<file path="config.mk">
export PLATFORM = sky130hd
export DESIGN_NAME = npc_pc_unit_flat
export DESIGN_NICKNAME = d
export VERILOG_FILES = /design/src/rtl/npc_pc_unit_if.sv /design/src/rtl/npc_pc_unit.sv /design/src/flat_wrapper.sv
export SDC_FILE = /design/constraint.sdc
export NUM_CORES = 1
export LEC_CHECK = 0
export CAP_MARGIN = 20
export CORE_MARGIN = 3
export CORE_UTILIZATION = 35
export DETAILED_ROUTE_END_ITERATION = 10
export PLACE_DENSITY = 0.76
export REMOVE_ABC_BUFFERS = 1
export SYNTH_ARGS = -nofsm -noshare
export SYNTH_HDL_FRONTEND = slang
export SYNTH_SLANG_ARGS = --single-unit
</file>
<file path="constraint.sdc">
create_clock -name clk -period 3.3 [get_ports clk]
set_input_delay 0.99 -clock clk [delete_from_list [all_inputs] [get_ports clk]]
set_output_delay 0.99 -clock clk [all_outputs]
set_load 0.05 [all_outputs]
</file>
<file path="src/rtl/npc_pc_unit_if.sv">
// Purpose : bundles the control inputs and PC outputs of the program-counter stage.
// Latency : none, wiring only.
// Backpr. : stall travels from the pipeline into the PC unit and freezes it.
//
// Ports (as seen by the PC unit, slave modport):
//   in : stall, is_branch, if_branch, is_j, is_jr, imm16, instr_index, rs_data
//   out: pc, pc_plus4, link_addr, pc_misaligned, redirect_pending
interface npc_pc_unit_if;
  // Decoder / comparator side
  logic        stall;
  logic        is_branch;
  logic        if_branch;
  logic        is_j;
  logic        is_jr;
  logic [15:0] imm16;
  logic [25:0] instr_index;
  logic [31:0] rs_data;

  // PC unit side
  logic [31:0] pc;
  logic [31:0] pc_plus4;
  logic [31:0] link_addr;
  logic        pc_misaligned;
  logic        redirect_pending;

  // Upstream pipeline: drives the controls and observes the PC.
  modport master (
    output stall, is_branch, if_branch, is_j, is_jr, imm16, instr_index, rs_data,
    input  pc, pc_plus4, link_addr, pc_misaligned, redirect_pending
  );

  // PC unit: consumes the controls and produces the PC.
  modport slave (
    input  stall, is_branch, if_branch, is_j, is_jr, imm16, instr_index, rs_data,
    output pc, pc_plus4, link_addr, pc_misaligned, redirect_pending
  );
endinterface

</file>
<file path="src/rtl/npc_pc_unit.sv">
// Purpose : next-PC selection and PC register for the fetch stage, with optional delay slot.
// Latency : redirect visible on pc 1 edge after the decision (2 unstalled edges with delay slot).
// Backpr. : stall freezes pc, redirect state and latched target; inputs are re-evaluated afterwards.
//
// Ports:
//   clk    - rising-edge clock
//   reset  - synchronous active-high reset; overrides stall and aborts a pending redirect
//   bus    - npc_pc_unit_if.slave: controls in, pc / pc_plus4 / link_addr / flags out
module npc_pc_unit #(
  parameter logic [31:0] RESET_PC   = 32'h0000_3000,
  parameter bit          DELAY_SLOT = 1'b0
) (
  input logic           clk,
  input logic           reset,
  npc_pc_unit_if.slave  bus
);

  typedef enum logic [0:0] {
    ST_NORMAL  = 1'b0,
    ST_PENDING = 1'b1
  } state_t;

  state_t      state_q, state_d;
  logic [31:0] pc_q, pc_d;
  logic [31:0] tgt_q, tgt_d;

  logic [31:0] pc_plus4;
  logic [31:0] br_off;
  logic [31:0] br_tgt;
  logic [31:0] j_tgt;
  logic [31:0] target;
  logic        take;

  // Sequential address and the three candidate targets.
  assign pc_plus4 = pc_q + 32'd4;
  assign br_off   = {{14{bus.imm16[15]}}, bus.imm16, 2'b00};
  assign br_tgt   = pc_plus4 + br_off;
  // Jumps stay inside the 256 MB region of the delay-slot/next instruction.
  assign j_tgt    = {pc_plus4[31:28], bus.instr_index, 2'b00};

  assign take = bus.is_jr | bus.is_j | (bus.is_branch & bus.if_branch);

  // Register jump beats absolute jump beats conditional branch.
  always_comb begin
    target = br_tgt;
    if (bus.is_jr) begin
      target = bus.rs_data;
    end else if (bus.is_j) begin
      target = j_tgt;
    end
  end

  always_comb begin
    pc_d    = pc_q;
    tgt_d   = tgt_q;
    state_d = state_q;
    if (!bus.stall) begin
      if (!DELAY_SLOT) begin
        pc_d = take ? target : pc_plus4;
      end else begin
        case (state_q)
          ST_NORMAL: begin
            // The delay-slot instruction is fetched first; the target waits one update.
            pc_d = pc_plus4;
            if (take) begin
              tgt_d   = target;
              state_d = ST_PENDING;
            end
          end
          ST_PENDING: begin
            // Controls from the delay-slot instruction are deliberately ignored.
            pc_d    = tgt_q;
            state_d = ST_NORMAL;
          end
          default: begin
            pc_d    = pc_plus4;
            state_d = ST_NORMAL;
          end
        endcase
      end
    end
  end

  always_ff @(posedge clk) begin
    if (reset) begin
      pc_q    <= RESET_PC;
      tgt_q   <= 32'd0;
      state_q <= ST_NORMAL;
    end else begin
      pc_q    <= pc_d;
      tgt_q   <= tgt_d;
      state_q <= state_d;
    end
  end

  assign bus.pc               = pc_q;
  assign bus.pc_plus4         = pc_plus4;
  // With a delay slot the return must skip over the slot instruction.
  assign bus.link_addr        = DELAY_SLOT ? (pc_q + 32'd8) : pc_plus4;
  assign bus.pc_misaligned    = |pc_q[1:0];
  assign bus.redirect_pending = (state_q == ST_PENDING);

endmodule

</file>
<file path="src/flat_wrapper.sv">
// flat-port wrapper written by rule: the top's interface ports become plain ports
module npc_pc_unit_flat 
#(
  parameter logic [31:0] RESET_PC   = 32'h0000_3000,
  parameter bit          DELAY_SLOT = 1'b0
)
  (clk, reset, bus_stall, bus_is_branch, bus_if_branch, bus_is_j, bus_is_jr, bus_imm16, bus_instr_index, bus_rs_data, bus_pc, bus_pc_plus4, bus_link_addr, bus_pc_misaligned, bus_redirect_pending);
  npc_pc_unit_if bus_i ();
  input logic clk;
  input logic reset;
  input wire logic [$bits(bus_i.stall)-1:0] bus_stall;
  input wire logic [$bits(bus_i.is_branch)-1:0] bus_is_branch;
  input wire logic [$bits(bus_i.if_branch)-1:0] bus_if_branch;
  input wire logic [$bits(bus_i.is_j)-1:0] bus_is_j;
  input wire logic [$bits(bus_i.is_jr)-1:0] bus_is_jr;
  input wire logic [$bits(bus_i.imm16)-1:0] bus_imm16;
  input wire logic [$bits(bus_i.instr_index)-1:0] bus_instr_index;
  input wire logic [$bits(bus_i.rs_data)-1:0] bus_rs_data;
  output wire logic [$bits(bus_i.pc)-1:0] bus_pc;
  output wire logic [$bits(bus_i.pc_plus4)-1:0] bus_pc_plus4;
  output wire logic [$bits(bus_i.link_addr)-1:0] bus_link_addr;
  output wire logic [$bits(bus_i.pc_misaligned)-1:0] bus_pc_misaligned;
  output wire logic [$bits(bus_i.redirect_pending)-1:0] bus_redirect_pending;
  assign bus_i.stall = bus_stall;
  assign bus_i.is_branch = bus_is_branch;
  assign bus_i.if_branch = bus_if_branch;
  assign bus_i.is_j = bus_is_j;
  assign bus_i.is_jr = bus_is_jr;
  assign bus_i.imm16 = bus_imm16;
  assign bus_i.instr_index = bus_instr_index;
  assign bus_i.rs_data = bus_rs_data;
  assign bus_pc = bus_i.pc;
  assign bus_pc_plus4 = bus_i.pc_plus4;
  assign bus_link_addr = bus_i.link_addr;
  assign bus_pc_misaligned = bus_i.pc_misaligned;
  assign bus_redirect_pending = bus_i.redirect_pending;
  npc_pc_unit #(.RESET_PC(RESET_PC), .DELAY_SLOT(DELAY_SLOT)) u_core (.clk(clk), .reset(reset), .bus(bus_i));
endmodule
</file>
==> reports/qor.txt <==
status - complete, but fails checks
failing checks - setup timing
Max-Slew Margin vs Limit - 0.424
Worst Setup Slack, final - -0.178 ns
crit start category - flip-flop
Hold/Removal Path Class - flip-flop to flip-flop
RSZ-0062 raised after global routing - yes
Crit Path Max Fanout - 3
Vias - 6,775
Log Warnings - 33
drt pass-1 iters - 7
Sw Share - 0.437
clk_lat worst skew - 0.28 ns
crit path time final - 3.48 ns
R2R cell count - 16
Top cells excl fill/tap - 217 x buf_4, 117 x clkdlybuf4s50_1, 71 x nand2_1
Total GRT Usage - 0.293
ANT cells - 0
Hold Path Origin - u_core.bus.pc[1]
count of library flops with an enable pin - 0
final setup vio count - 4
crit path DAT - 3.64 ns
Final nets - 1,112
cts-stage hold buffer count - 0
Flop pwr share - 0.154
antenna violations before repair - 0
post-synth area from yosys stat - 4690 um^2
worst slew pin tran - 0.843 ns
Adder Area Share - 0.100
Syn Inst Count - 650
combinational share of power - 0.685
XORs/XNORs by Area - 0.0893
syn_area_per_cell - 7.22 um^2
pin count of the biggest net entering global routing - 39
DR iter-0 viols - 795
CTS tree - yes
hold path depth - 2
fmax - 0.288 GHz
Hold WS - 0.526 ns
grt ovf - 0
yosys warns - 0
post-route ant nets - 0
HPWL after DPL - 17.3 mm
WP data required - 3.46 ns
max reg flops - 32
Final Hold Viols - 0
Setup CP Type - flip-flop to flip-flop
clk_skew - 0.00359 ns
Synthesized registers - 32
routed wire length - 23.8 mm
period utilization - 1.05
routed vias/inst - 5.81
## metal layers
metal  up-vias  global-route usage  routed length (um)
met4         0               0.123                1230
li1       3070                   -                   -
met5         -                   0                   0
met1      3127               0.342                8470
met2       488               0.507               11300
met3        90              0.0775                2750
## layout make-up
cell class	count	area, um^2	area share
Clock buffer	8	146	0.0156
Inverter	14	52.6	0.00560
Multi-Input combinational cell	533	4250	0.453
Sequential cell	32	654	0.0697
Tap cell	172	215	0.0229
Timing Repair Buffer	408	4070	0.433
## cells by family (layout without fill, tap and decap cells)
group           after synthesis  after routing
simple gates                223            223
compound gates              219            219
mux                           6              6
buf+inv                      85            430
xor+xnor                     47             47
other cells                   1              1
fa+ha+maj                    37             37
flops                        32             32
## repair_timing
action                     in CTS  in global routing
buffers inserted               23                 19
gates resized                  73                 79
pin swaps                      54                 69
setup endpoints to repair      22                 19
gates cloned                    0                  0
## cells in the mapped netlist, drive strengths merged, types with 6 or more instances
| master | n | area [um^2] |
|---|---|---|
| inv | 14 | 52.6 |
| a211oi | 16 | 153 |
| o21bai | 8 | 60.1 |
| nor2 | 50 | 190 |
| a21oi | 61 | 317 |
| nand3 | 19 | 95.1 |
| xnor2 | 31 | 279 |
| nor4 | 6 | 43.8 |
| dfxtp | 32 | 641 |
| o21ai | 43 | 215 |
| o22ai | 11 | 68.8 |
| o211ai | 12 | 95.1 |
| and4 | 6 | 52.6 |
| nand4 | 18 | 143 |
| nand2 | 77 | 289 |
| or3 | 8 | 55.1 |
| xor2 | 16 | 140 |
| a21o | 13 | 97.6 |
| a221oi | 9 | 78.8 |
| clkbuf | 25 | 95.1 |
| nor3 | 15 | 101 |
| buf | 46 | 329 |
| ha | 36 | 450 |
## critical path, cell delays in order, from the launching register on
cell      delay, ns
dfxtp_2        0.34
and4_4         0.24
nand4_1        0.13
buf_4          0.18
nor2_4         0.12
nand4_1        0.17
xnor2_2        0.34
ha_1           0.33
buf_6          0.13
nand2_1        0.10
a21oi_1        0.10
a21oi_2        0.19
nand2_1        0.09
a211oi_2       0.25
xnor2_2        0.13
and4b_1        0.19
or3_1          0.33
## power by group through the flow
stage | logic (mW) | registers (mW) | clock network, mW
after floorplan | 0.730 | 0.586 | 0
after global routing | 2.09 | 0.451 | 0.494
after global placement | 1.75 | 0.449 | 0
after detailed placement | 1.77 | 0.449 | 0
final | 2.00 | 0.449 | 0.470
after CTS | 1.85 | 0.446 | 0.470
## stage by stage
step | cells | utilization | cell area, um^2 | setup slack (ns)
6_report | 1167 | 0.729 | 9390 | -0.178
5_1_grt | 1167 | 0.729 | 9390 | -0.255
4_1_cts | 1150 | 0.686 | 8830 | -0.110
3_5_place_dp | 1120 | 0.637 | 8200 | -0.730
3_3_place_gp | 1120 | 0.637 | 8200 | -0.682
2_1_floorplan | 579 | - | 4270 | -2.43
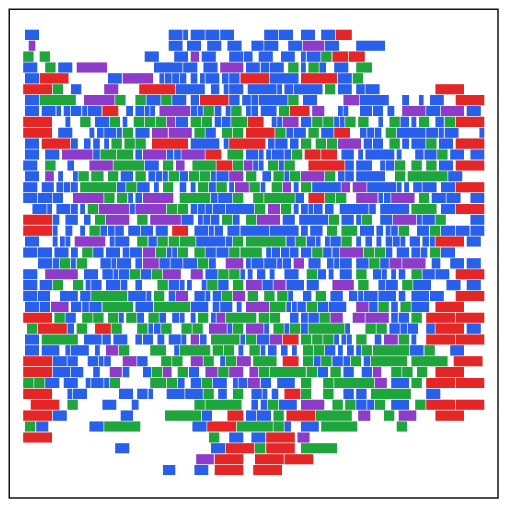
*Drive-strength map*
Scale: 4 px per um.
- green: _3 and _4 cells (cells 260; share 26%)
- red: _6 and larger (cells 74; share 7.4%)
- blue: _0 and _1 cells (cells 574; share 58%)
- purple: _2 cells (cells 87; share 8.7%)
area grow syn2layout: 100%
Worst Setup Slack, final: -0.178 ns
Signal buffers: 408

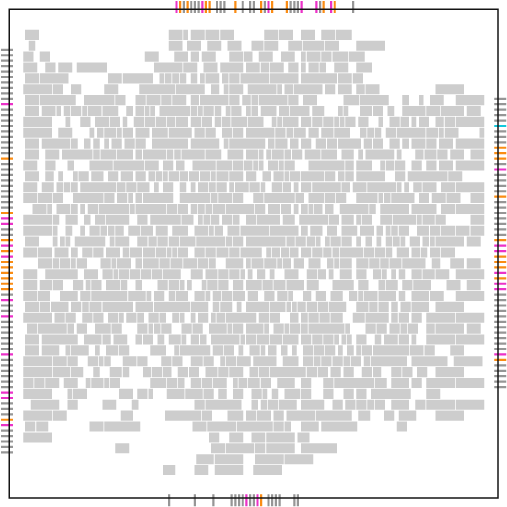
*I/O pins on the die edge*
Scale: 4 px per um. Pins as bars across the die edge, other pins in gray.
- magenta: bus_instr_index (pins 26; direction input; edge 11 west, 7 east, 6 north, 2 south)
- orange: bus_rs_data (pins 32; direction input; edge 11 west, 10 north, 10 east, 1 south)
- cyan: bus_is_branch (pins 1; direction input; edge east)
- all pins by edge: 75 west, 54 east, 32 north, 18 south
Die H: 122 um
I/O Buffers: 177

No activity file was given, so power comes from the tool's default toggle rates.
